**src/rtl/piezo_sched_pkg.sv**
```systemverilog
// Shared state encoding and default sizing for the piezo burst scheduler.
// The enum values double as the status code reported to software.
package piezo_sched_pkg;
  localparam int NUM_CH_DEF = 61;
  localparam int IDX_W_DEF  = 6;
  localparam int TS_W_DEF   = 64;

  localparam logic [2:0] STATUS_IDLE      = 3'd0;
  localparam logic [2:0] STATUS_WAIT_TIME = 3'd1;
  localparam logic [2:0] STATUS_SELECT    = 3'd2;
  localparam logic [2:0] STATUS_BURST     = 3'd3;
  localparam logic [2:0] STATUS_GUARD     = 3'd4;
  localparam logic [2:0] STATUS_DONE      = 3'd5;

  typedef enum logic [2:0] {
    ST_IDLE      = STATUS_IDLE,
    ST_WAIT_TIME = STATUS_WAIT_TIME,
    ST_SELECT    = STATUS_SELECT,
    ST_BURST     = STATUS_BURST,
    ST_GUARD     = STATUS_GUARD,
    ST_DONE      = STATUS_DONE
  } state_t;
endpackage

```
**src/rtl/piezo_tone_gen.sv**
```systemverilog
// Square-wave generator for one burst: counts cycles within a half-period
// and half-periods within the burst. Zero-valued configs behave as 1.
module piezo_tone_gen (
  input  logic        clk,
  input  logic        reset,
  input  logic        load,
  input  logic [15:0] half_period,
  input  logic [7:0]  burst_len,
  output logic        level,
  output logic        last
);
  logic [15:0] hp_cnt;
  logic [8:0]  hp_num;
  logic        lvl;
  logic [15:0] hp_end;
  logic [8:0]  num_end;
  logic        wrap;

  assign hp_end  = (half_period == 16'd0) ? 16'd0 : half_period - 16'd1;
  assign num_end = (burst_len == 8'd0) ? 9'd1 : {burst_len, 1'b0} - 9'd1;
  assign wrap    = (hp_cnt == hp_end);
  assign last    = wrap && (hp_num == num_end);
  // level is the drive value for the following cycle, so the caller can register it.
  assign level   = load ? 1'b1 : (wrap ? ~lvl : lvl);

  always_ff @(posedge clk) begin
    if (reset) begin
      hp_cnt <= '0;
      hp_num <= '0;
      lvl    <= 1'b0;
    end else if (load) begin
      hp_cnt <= '0;
      hp_num <= '0;
      lvl    <= 1'b1;
    end else if (wrap) begin
      hp_cnt <= '0;
      hp_num <= hp_num + 9'd1;
      lvl    <= ~lvl;
    end else begin
      hp_cnt <= hp_cnt + 16'd1;
    end
  end
endmodule

```
**src/rtl/piezo_burst_scheduler.sv**
```systemverilog
// Scans a latched channel mask, firing one piezo at a time with a square-wave
// burst followed by a guard gap, and timestamps each burst start.
module piezo_burst_scheduler
  import piezo_sched_pkg::*;
#(
  parameter int NUM_CH = NUM_CH_DEF,
  parameter int IDX_W  = IDX_W_DEF,
  parameter int TS_W   = TS_W_DEF
) (
  input  logic              clk,
  input  logic              reset,
  input  logic              start,
  input  logic              abort,
  input  logic              timed_start,
  input  logic [TS_W-1:0]   sched_time,
  input  logic [TS_W-1:0]   rtc_time,
  input  logic [NUM_CH-1:0] ch_mask,
  input  logic [7:0]        burst_len,
  input  logic [15:0]       half_period,
  input  logic [15:0]       guard_len,
  output logic [NUM_CH-1:0] piezo_out,
  output logic              piezo_enable,
  output logic [2:0]        status,
  output logic              busy,
  output logic              done,
  output logic [IDX_W-1:0]  cur_ch,
  output logic [TS_W-1:0]   stamp,
  output logic              stamp_valid
);
  localparam logic [IDX_W-1:0] LAST_IDX = IDX_W'(NUM_CH - 1);

  state_t            state;
  logic [IDX_W-1:0]  idx;
  logic [NUM_CH-1:0] mask_q;
  logic [7:0]        bl_q;
  logic [15:0]       hp_q;
  logic [15:0]       gl_q;
  logic [TS_W-1:0]   sched_q;
  logic [15:0]       g_cnt;
  logic [15:0]       g_end;
  logic              tone_load;
  logic              tone_level;
  logic              tone_last;

  assign status    = state;
  assign cur_ch    = idx;
  assign g_end     = (gl_q == 16'd0) ? 16'd0 : gl_q - 16'd1;
  assign tone_load = (state == ST_SELECT) && mask_q[idx];

  piezo_tone_gen u_tone (
    .clk         (clk),
    .reset       (reset),
    .load        (tone_load),
    .half_period (hp_q),
    .burst_len   (bl_q),
    .level       (tone_level),
    .last        (tone_last)
  );

  always_ff @(posedge clk) begin
    if (reset) begin
      state        <= ST_IDLE;
      idx          <= '0;
      mask_q       <= '0;
      bl_q         <= '0;
      hp_q         <= '0;
      gl_q         <= '0;
      sched_q      <= '0;
      g_cnt        <= '0;
      piezo_out    <= '0;
      piezo_enable <= 1'b0;
      busy         <= 1'b0;
      done         <= 1'b0;
      stamp        <= '0;
      stamp_valid  <= 1'b0;
    end else begin
      done        <= 1'b0;
      stamp_valid <= 1'b0;
      if (abort) begin
        state        <= ST_IDLE;
        piezo_out    <= '0;
        piezo_enable <= 1'b0;
        busy         <= 1'b0;
      end else begin
        case (state)
          ST_IDLE: begin
            if (start) begin
              mask_q  <= ch_mask;
              bl_q    <= burst_len;
              hp_q    <= half_period;
              gl_q    <= guard_len;
              sched_q <= sched_time;
              idx     <= '0;
              busy    <= 1'b1;
              if (timed_start) begin
                state <= ST_WAIT_TIME;
              end else begin
                state        <= ST_SELECT;
                piezo_enable <= 1'b1;
              end
            end
          end
          ST_WAIT_TIME: begin
            if (rtc_time >= sched_q) begin
              state        <= ST_SELECT;
              piezo_enable <= 1'b1;
            end
          end
          ST_SELECT: begin
            if (mask_q[idx]) begin
              state          <= ST_BURST;
              piezo_out[idx] <= tone_level;
              stamp          <= rtc_time;
              stamp_valid    <= 1'b1;
            end else if (idx == LAST_IDX) begin
              state        <= ST_DONE;
              done         <= 1'b1;
              piezo_enable <= 1'b0;
            end else begin
              idx <= idx + IDX_W'(1);
            end
          end
          ST_BURST: begin
            // Only bit idx is ever set, so writing that bit keeps the drive one-hot.
            if (tone_last) begin
              state     <= ST_GUARD;
              piezo_out <= '0;
              g_cnt     <= '0;
            end else begin
              piezo_out[idx] <= tone_level;
            end
          end
          ST_GUARD: begin
            if (g_cnt == g_end) begin
              if (idx == LAST_IDX) begin
                state        <= ST_DONE;
                done         <= 1'b1;
                piezo_enable <= 1'b0;
              end else begin
                idx   <= idx + IDX_W'(1);
                state <= ST_SELECT;
              end
            end else begin
              g_cnt <= g_cnt + 16'd1;
            end
          end
          ST_DONE: begin
            state <= ST_IDLE;
            busy  <= 1'b0;
          end
          default: state <= ST_IDLE;
        endcase
      end
    end
  end
endmodule
```
**config.mk**
```make
export PLATFORM = sky130hd
export DESIGN_NAME = piezo_burst_scheduler
export DESIGN_NICKNAME = d
export VERILOG_FILES = /design/src/rtl/piezo_sched_pkg.sv /design/src/rtl/piezo_tone_gen.sv /design/src/rtl/piezo_burst_scheduler.sv
export SDC_FILE = /design/constraint.sdc
export NUM_CORES = 1
export LEC_CHECK = 0
export CORE_UTILIZATION = 56
export CTS_CLUSTER_SIZE = 40
export DETAILED_ROUTE_END_ITERATION = 8
export HOLD_SLACK_MARGIN = 0.02
export PLACE_DENSITY = 0.85
export SYNTH_ARGS = -nofsm -noshare
export SYNTH_HDL_FRONTEND = slang
export SYNTH_SLANG_ARGS = --single-unit
```
**constraint.sdc**
```tcl
create_clock -name clk -period 7.8 [get_ports clk]
set_clock_uncertainty 0.15 [all_clocks]
set_input_delay 1.56 -clock clk [delete_from_list [all_inputs] [get_ports clk]]
set_output_delay 1.56 -clock clk [all_outputs]
set_load 0.1 [all_outputs]
```
==> impl_metrics.tcl, run 1 <==
# implementation run metrics
set metrics [dict create \
    max_cap_viol_count 0 \
    outcome "finished clean" \
    syn-mean-instance-area_um2 7.71 \
    finalSetupTns_ns 0 \
    yosysSeqAreaShare 0.396 \
    vias_per_cell 5.90 \
    ys_sh_simple 0.246 \
    logic_gate_count 1671 \
    dr.pass1.iters 6 \
    synth_flops 345 \
    seqCellArea_um2 6910 \
    initialDrtViolationCount 1748 \
    common_cells "590 x nand2_1, 345 x dfxtp_1, 344 x a21oi_1" \
    drv_slew 0 \
    wl_um 53600 \
    layout_top_cells "590 x nand2_1, 370 x clkdlybuf4s50_1, 345 x dfxtp_1" \
    drcViolationCount 0 \
    syn_area_um2 17500 \
    cts_tree "done" \
    edf_count 0 \
    dominant-cell-class "combinational gates" \
    tool_warnings 27 \
    rr_startpoint "cur_ch[2]" \
    clk_path_buf_depth 3 \
    critical_path_class "register to register" \
]
-- run 1: final timing paths --
| path | endpoint | slack (ns) | cells after the start |
|---|---|---|---|
| worst max register to register | piezo_out[2] | 3.01 | 10 |
| worst max-delay path | piezo_out[2] | 3.01 | 10 |
| worst min register to register | mask_q[9] | 0.30 | 2 |
| worst min-delay path | mask_q[9] | 0.30 | 2 |
-- run 1: logic make-up (layout without fill, tap and decap cells) --
logic type,Yosys count,count (layout)
AND-OR/OR-AND,555,555
XOR/XNOR,65,65
adder cells (fa/ha/maj),72,72
buffers and inverters,249,552
flip-flops,345,345
multiplexers,30,30
other,0,2
AND/OR/NAND/NOR,949,949
-- run 1: per-layer routing --
| layer | GRT usage | up-vias | share of wire |
|---|---|---|---|
| met5 | 0 | - | 0 |
| met1 | 0.397 | 8246 | 0.39 |
| met2 | 0.541 | 729 | 0.48 |
| met4 | 0.171 | 0 | 0.051 |
| met3 | 0.0697 | 172 | 0.080 |
| li1 | - | 8359 | - |
-- run 1: through the flow --
stage	cell area (µm²)	hold WS (ns)	worst slack (ns)	power, mW
floorplan	17500	0.282	3.66	2.33
global placement	21100	0.287	3.21	2.56
detailed placement	21100	0.293	3.13	2.58
CTS	22400	0.301	3.10	4.41
global route	22500	0.324	2.72	4.55
finish	22500	0.303	3.01	4.40
-- run 1: power by group through the flow --
stage | logic [mW] | clock network (mW) | registers, mW
6_report | 0.693 | 1.84 | 1.86
5_1_grt | 0.756 | 1.93 | 1.87
4_1_cts | 0.686 | 1.86 | 1.86
3_5_place_dp | 0.679 | 0 | 1.90
3_3_place_gp | 0.661 | 0 | 1.90
2_1_floorplan | 0.416 | 0 | 1.91
Fig. 1: run 1, PDN straps and rails
Drawn at 3 px/µm. Pins as bars on the die edge.
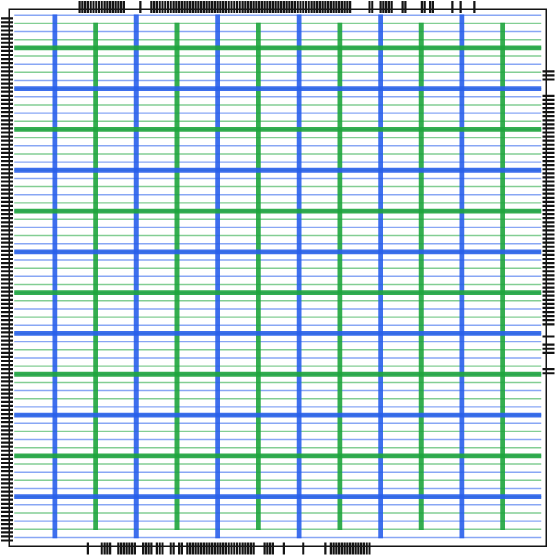
green -> VDD
blue -> VSS
met1 rails = 65
signal pins = 372
rows = 64
met5 straps = 12
met4 straps = 12
die height: 179 µm
Max rail drop VDD: 0.188 mV
DIE WIDTH: 179 µm
Core Area: 30600 µm²

Fig. 2: run 1, cells by drive strength
Drawn at 1.5 px/µm.
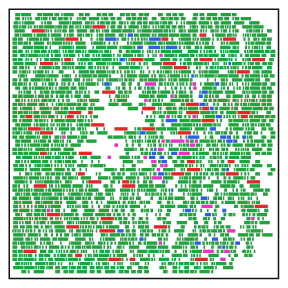
red -> drive 6 and up  # cells 56, share 2.2%
blue -> drive 2  # cells 46, share 1.8%
magenta -> drive 3 to 4  # cells 32, share 1.2%
green -> drive 1 or less  # cells 2434, share 95%

Fig. 3: run 1, signal metal coverage by tile
Drawn at 2 px/µm. The die is cut into 36 by 36 equal tiles; dark purple is low, yellow is high, scaled to the fullest tile. Values are wire area over tile area, all layers added.
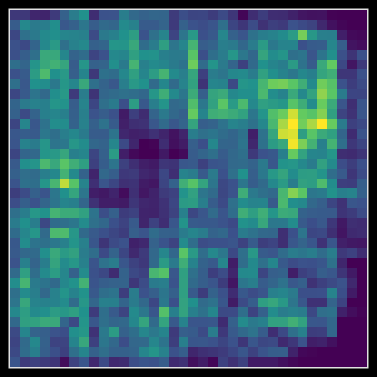
nearly empty tiles = 3.5%
mean over tiles = 0.28
fullest tile = 0.82

Fig. 4: run 1, cell outlines without signal wires
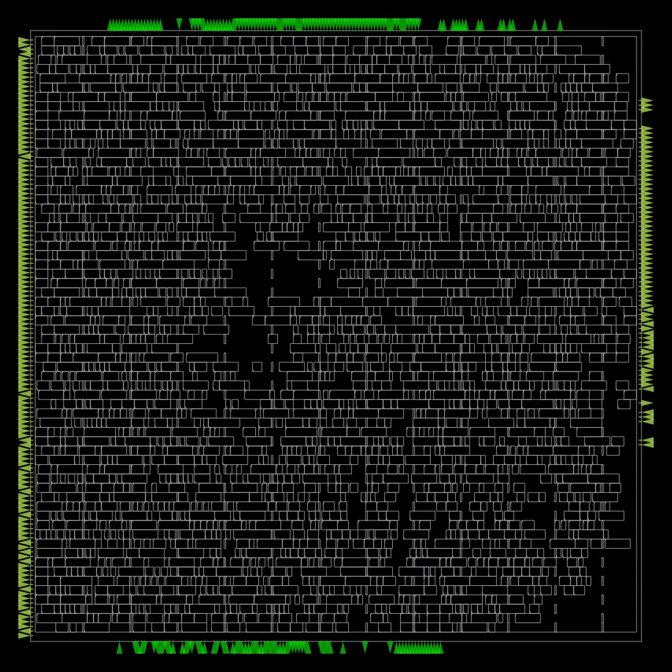
num rows: 64
Core Util, Final: 0.734
Cell Count, Final, Fillers Out: 2966
sequential share of cell area: 0.308

==> inputs of run 2 (changes only) <==
--- a/config.mk
+++ b/config.mk
@@ -5,11 +5,11 @@
 export SDC_FILE = /design/constraint.sdc
 export NUM_CORES = 1
 export LEC_CHECK = 0
-export CORE_UTILIZATION = 56
+export CORE_UTILIZATION = 47
 export CTS_CLUSTER_SIZE = 40
 export DETAILED_ROUTE_END_ITERATION = 8
 export HOLD_SLACK_MARGIN = 0.02
-export PLACE_DENSITY = 0.85
+export PLACE_DENSITY = 0.76
 export SYNTH_ARGS = -nofsm -noshare
 export SYNTH_HDL_FRONTEND = slang
 export SYNTH_SLANG_ARGS = --single-unit
==> constraint.sdc (replaced) <==
create_clock -name clk -period 4.2 [get_ports clk]
set_clock_uncertainty 0.15 [all_clocks]
set_input_delay 0.84 -clock clk [delete_from_list [all_inputs] [get_ports clk]]
set_output_delay 0.84 -clock clk [all_outputs]
set_load 0.1 [all_outputs]
Fig. 5: run 2, cells by drive strength
Drawn at 1.5 px/µm.
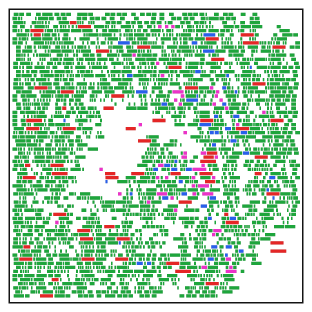
green -> drive 1 or less  # cells 2426, share 94%
magenta -> drive 3 to 4  # cells 48, share 1.9%
red -> drive 6 and up  # cells 63, share 2.4%
blue -> drive 2  # cells 51, share 2.0%
Signal buffers: 407
worst setup margin: 0.276 ns

Fig. 6: run 2, close-up of the layout
Region (72, 111) to (122, 161) µm. Cells in gray, sequential cells in the stronger gray; small squares are vias.
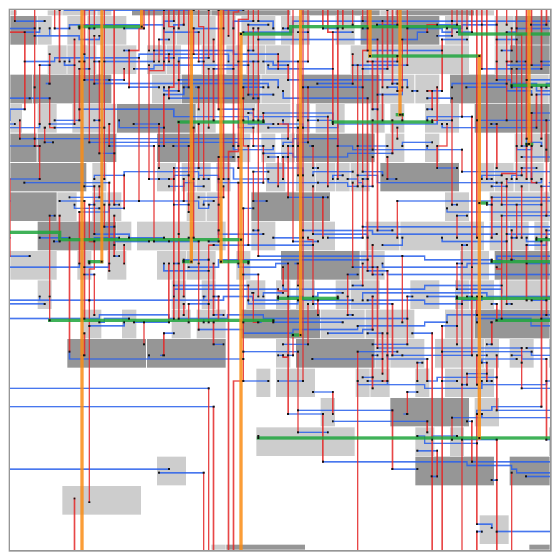
blue -> met1
orange -> met4
green -> met3
red -> met2
most frequent = nand2_1 (44), dfxtp_1 (26), a21oi_1 (24)
netlist names of flops here include = mask_q (22), cur_ch (3)
sequential cells in the window = 26
cells with their middle in the window = 150

==> run 2 against run 1 <==
Compared with the run above: clock-buffer cell count fell by 6; combinational power rose by 86%; first-iteration DRC count fell by 20%; sequential power rose by 86%; maximum frequency rose by 22%; critical path depth rose by 2; final area rose by 1.8%; via count fell by 1.4%.
==> impl_metrics.tcl, run 2 <==
# implementation run metrics
set metrics [dict create \
    worst_r2r_endpoint "g_cnt[15]" \
    p_clk_mw 3.66 \
    pre_cts_ws_ns 0.341 \
    tool_warnings 29 \
    ir_drop_mv 0.352 \
    vias_per_cell 5.64 \
    wl_um 54700 \
    chipHeight_um 195 \
    rows 70 \
    rsz0062_at_grt "no" \
    num_vias 17300 \
    grt_overflow 0 \
    ys_sh_simple 0.246 \
    cp-endpoint "g_cnt[15]" \
    p_comb_mw 1.29 \
    worstHoldPathCells 2 \
    yosysSeqAreaShare 0.396 \
    die_w_um 195 \
    common_cells "590 x nand2_1, 345 x dfxtp_1, 344 x a21oi_1" \
    syn_area_um2 17500 \
    drv_slew 0 \
    core_um2 36600 \
    edf_count 0 \
    synth_flops 345 \
    top_power_group "the clock network" \
    critical_path_class "register to register" \
    syn-mean-instance-area_um2 7.71 \
    max_cap_viol_count 0 \
    rrSetupSlack_ns 0.28 \
    cts_tree "done" \
    dr.pass1.iters 6 \
    antenna_found_initial 7 \
    holdPathEnd "mask_q[45]" \
    clk_path_buf_depth 3 \
    drcViolationCount 0 \
    finalSetupTns_ns 0 \
    outcome "finished clean" \
    powerSeq_mw 3.46 \
    ys_cells 2265 \
    rr_startpoint "hp_q[0]" \
    reg2reg_depth 12 \
    seqCellArea_um2 6910 \
]
Fig. 7: run 2, signal metal coverage by tile
Drawn at 2 px/µm. The die is cut into 39 by 39 equal tiles; dark purple is low, yellow is high, scaled to the fullest tile. Values are wire area over tile area, all layers added.
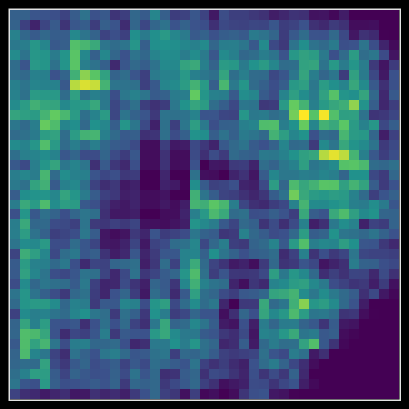
fullest tile = 0.77
nearly empty tiles = 5.8%
tiles over half the peak = 16%
mean over tiles = 0.24

run 2: netlist changes by cell type in the layout (fill, tap and decap cells not counted), sizes merged:
cell	before	now
clkbuf	64	58
inv	93	94
bufinv	1	6
clkinvlp	4	1
buf	17	44
clkdlybuf4s50	370	363
clkinv	3	6
run 2: through the flow:
step / util / hold slack (ns) / cells / area, µm² / total power [mW]
3_5_place_dp: 0.586 / 0.293 / 2984 / 21500 / 4.81
6_report: 0.624 / 0.302 / 3058 / 22800 / 8.41
2_1_floorplan: - / 0.282 / 2265 / 17500 / 4.32
3_3_place_gp: 0.586 / 0.289 / 2984 / 21500 / 4.79
5_1_grt: 0.624 / 0.315 / 3058 / 22800 / 8.74
4_1_cts: 0.624 / 0.302 / 3056 / 22800 / 8.47
run 2: worst max-delay path, stage by stage, from the launching register on:
cell and delay, ns:
dfxtp_1 0.36, inv_1 0.12, ha_1 0.24, or3b_1 0.47
or4_4 0.45, xor2_1 0.31, or3_1 0.20, nand4_2 0.13
nor4_4 0.35, nand4_4 0.20, a211oi_4 0.37, nand3_1 0.14
mux2_1 0.32
run 2: cell type report:
cell class	instances	area share
Inverter	93	0.0153
Multi-Input combinational cell	1671	0.419
Clock buffer	58	0.0499
Tap cell	468	0.0256
Clock inverter	14	0.0101
Antenna cell	2	0.000219
Sequential cell	345	0.302
Timing Repair Buffer	407	0.178
run 2: routing by layer:
| metal | global-route usage | part of all wire | vias to the layer above |
|---|---|---|---|
| li1 | - | - | 8399 |
| met1 | 0.344 | 0.40 | 8055 |
| met2 | 0.468 | 0.47 | 665 |
| met3 | 0.0828 | 0.087 | 133 |
| met4 | 0.111 | 0.033 | 8 |
| met5 | 0 | 0.00093 | - |
==> inputs of run 3 (changes only) <==
--- a/config.mk
+++ b/config.mk
@@ -5,11 +5,12 @@
 export SDC_FILE = /design/constraint.sdc
 export NUM_CORES = 1
 export LEC_CHECK = 0
-export CORE_UTILIZATION = 47
+export CORE_UTILIZATION = 52
+export CTS_CLUSTER_DIAMETER = 60
 export CTS_CLUSTER_SIZE = 40
 export DETAILED_ROUTE_END_ITERATION = 8
 export HOLD_SLACK_MARGIN = 0.02
-export PLACE_DENSITY = 0.76
+export PLACE_DENSITY = 0.79
 export SYNTH_ARGS = -nofsm -noshare
 export SYNTH_HDL_FRONTEND = slang
 export SYNTH_SLANG_ARGS = --single-unit
==> constraint.sdc (replaced) <==
create_clock -name clk -period 4.3 [get_ports clk]
set_clock_uncertainty 0.15 [all_clocks]
set_input_delay 0.86 -clock clk [delete_from_list [all_inputs] [get_ports clk]]
set_output_delay 0.86 -clock clk [all_outputs]
set_load 0.1 [all_outputs]
Fig. 8: run 3, cell outlines without signal wires
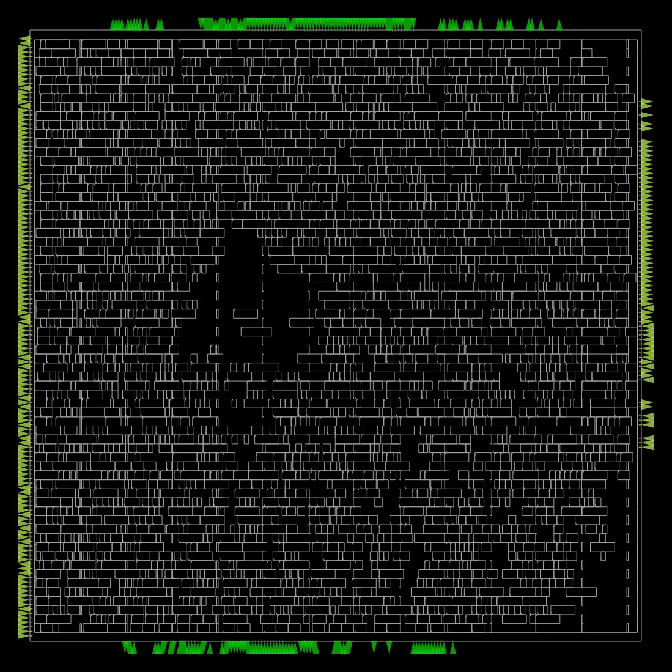
sequential share of cell area: 0.307
Core Area: 32800 µm²
num rows: 66

Fig. 9: run 3, signal metal coverage by tile
Drawn at 2 px/µm. The die is cut into 37 by 37 equal tiles; dark purple is low, yellow is high, scaled to the fullest tile. Values are wire area over tile area, all layers added.
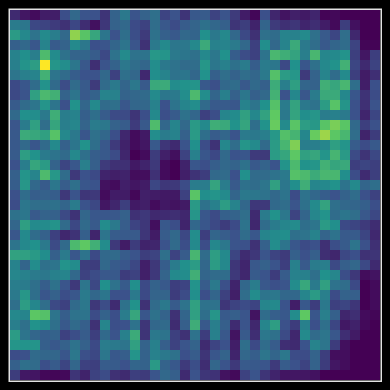
fullest tile = 0.81
mean over tiles = 0.26
nearly empty tiles = 2.8%
DR vias: 17100
WL final: 52900 µm

==> run 3 against run 2 <==
Compared with the run above: critical path depth is the same; sequential cell count stayed put; final area shrank 1.6%; largest cell class unchanged.
==> impl_metrics.tcl, run 3 <==
# implementation run metrics
set metrics [dict create \
    outcome "finished clean" \
    crit_cells 12 \
    die_w_um 185 \
    powerSeq_mw 3.38 \
    antenna_found_initial 5 \
    common_cells "590 x nand2_1, 345 x dfxtp_1, 344 x a21oi_1" \
    path_buffers 2 \
    cts_tree "done" \
    finalSetupTns_ns 0 \
    syn-mean-instance-area_um2 7.71 \
    clk_path_buf_depth 3 \
    dpl_cell_area_um2 21400 \
    p_sw_frac 0.286 \
    chipHeight_um 185 \
    yosysSeqAreaShare 0.396 \
    max_cap_viol_count 0 \
    critical_path_class "register to register" \
    initialDrtViolationCount 1307 \
    critPathMaxStageDelay_ns 0.52 \
    p_clk_mw 2.90 \
    cp-endpoint "piezo_out[4]" \
    drv_slew 0 \
    rrSetupSlack_ns 0.27 \
    worst_r2r_endpoint "piezo_out[4]" \
    p_comb_mw 1.26 \
    edf_count 0 \
    hold_slack_ns 0.300 \
    dr.pass1.iters 5 \
    cp_common_cell "a21oi_1" \
    cp_cell_sequence "inv_1 -> ha_1 -> nor3b_1 -> and4_1 -> a21oi_1 -> nor2b_1 -> nor4b_1 -> nand4_2 -> or3b_1 -> buf_4 -> a21oi_1 -> o32ai_1" \
    top_power_group "registers" \
    worst_path_max_delay_cell "nor3b_1" \
    worstHoldPathCells 2 \
    reg2reg_depth 12 \
    tool_warnings 33 \
    holdPathEnd "stamp[3]" \
    drcViolationCount 0 \
    layout_top_cells "590 x nand2_1, 366 x clkdlybuf4s50_1, 345 x dfxtp_1" \
    rr_startpoint "hp_q[1]" \
    grt_overflow 0 \
    synth_flops 345 \
    ir_drop_mv 0.323 \
]
Fig. 10: run 3, close-up of the layout
Region (68, 105) to (118, 155) µm. Cells in gray, sequential cells in the stronger gray; small squares are vias.
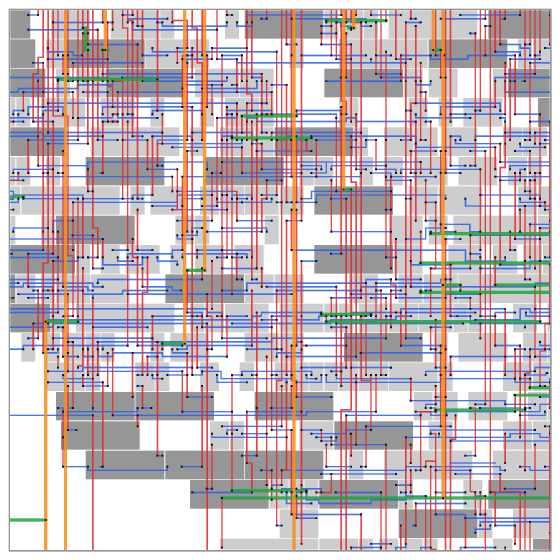
red -> met2
blue -> met1
orange -> met4
green -> met3
sequential cells in the window = 30
netlist names of flops here include = mask_q (27), cur_ch (3)
cells with their middle in the window = 188
most frequent = nand2_1 (48), dfxtp_1 (30), a21oi_1 (25)

run 3: cell counts after synthesis:
Identical to the previous run, type by type.
run 3: per-layer routing:
layer	share of wire	GRT usage	routed length (µm)	vias up
met5	0.00051	0	27	-
met4	0.034	0.0998	1810	4
met3	0.085	0.0722	4500	112
met2	0.48	0.522	25600	627
met1	0.40	0.362	20900	7988
li1	-	-	-	8375
run 3: repair_timing:
item	in CTS	in global routing
hold buffers	0	0
endpoints found under the setup margin	0	19
gates resized	0	1
buffers inserted	0	0
run 3: cell type report:
| class | count | area [µm²] | area share |
|---|---|---|---|
| diodes | 4 | 10.0 | 0.000445 |
| clock buffers | 34 | 807 | 0.0359 |
| clock inverters | 21 | 259 | 0.0115 |
| inverters | 93 | 349 | 0.0155 |
| multi-input cells | 1671 | 9570 | 0.425 |
| flip-flops and latches | 345 | 6910 | 0.307 |
| well taps | 442 | 553 | 0.0246 |
| repair buffers | 403 | 4030 | 0.179 |
run 3: kinds of logic (layout without fill, tap and decap cells):
kind of cell	Yosys count	count (layout)	share of synthesized area
adders and majority gates	72	72	0.0516
muxes	30	30	0.0220
xor gates and xnor gates	65	65	0.0326
buffers and inverters	249	551	0.0584
AOI/OAI and AO/OA	555	555	0.194
DFF	345	345	0.396
other	0	4	0
and+or+nand+nor	949	949	0.246
run 3: stage by stage:
step | setup slack (ns) | std cells | util | total power, mW
floorplan | 0.162 | 2265 | - | 4.22
global placement | 0.360 | 2954 | 0.653 | 4.66
detailed placement | 0.152 | 2954 | 0.653 | 4.69
CTS | 0.162 | 3009 | 0.685 | 7.57
global route | 0.00140 | 3012 | 0.686 | 7.85
finish | 0.268 | 3013 | 0.686 | 7.53
run 3: tightest hold or removal path, stage by stage (launching register included):
cell and delay [ns]:
dfxtp_1 0.31, nand2_1 0.05, a21oi_1 0.05
Power figures rest on the tool's default switching activity, not on a simulated workload.
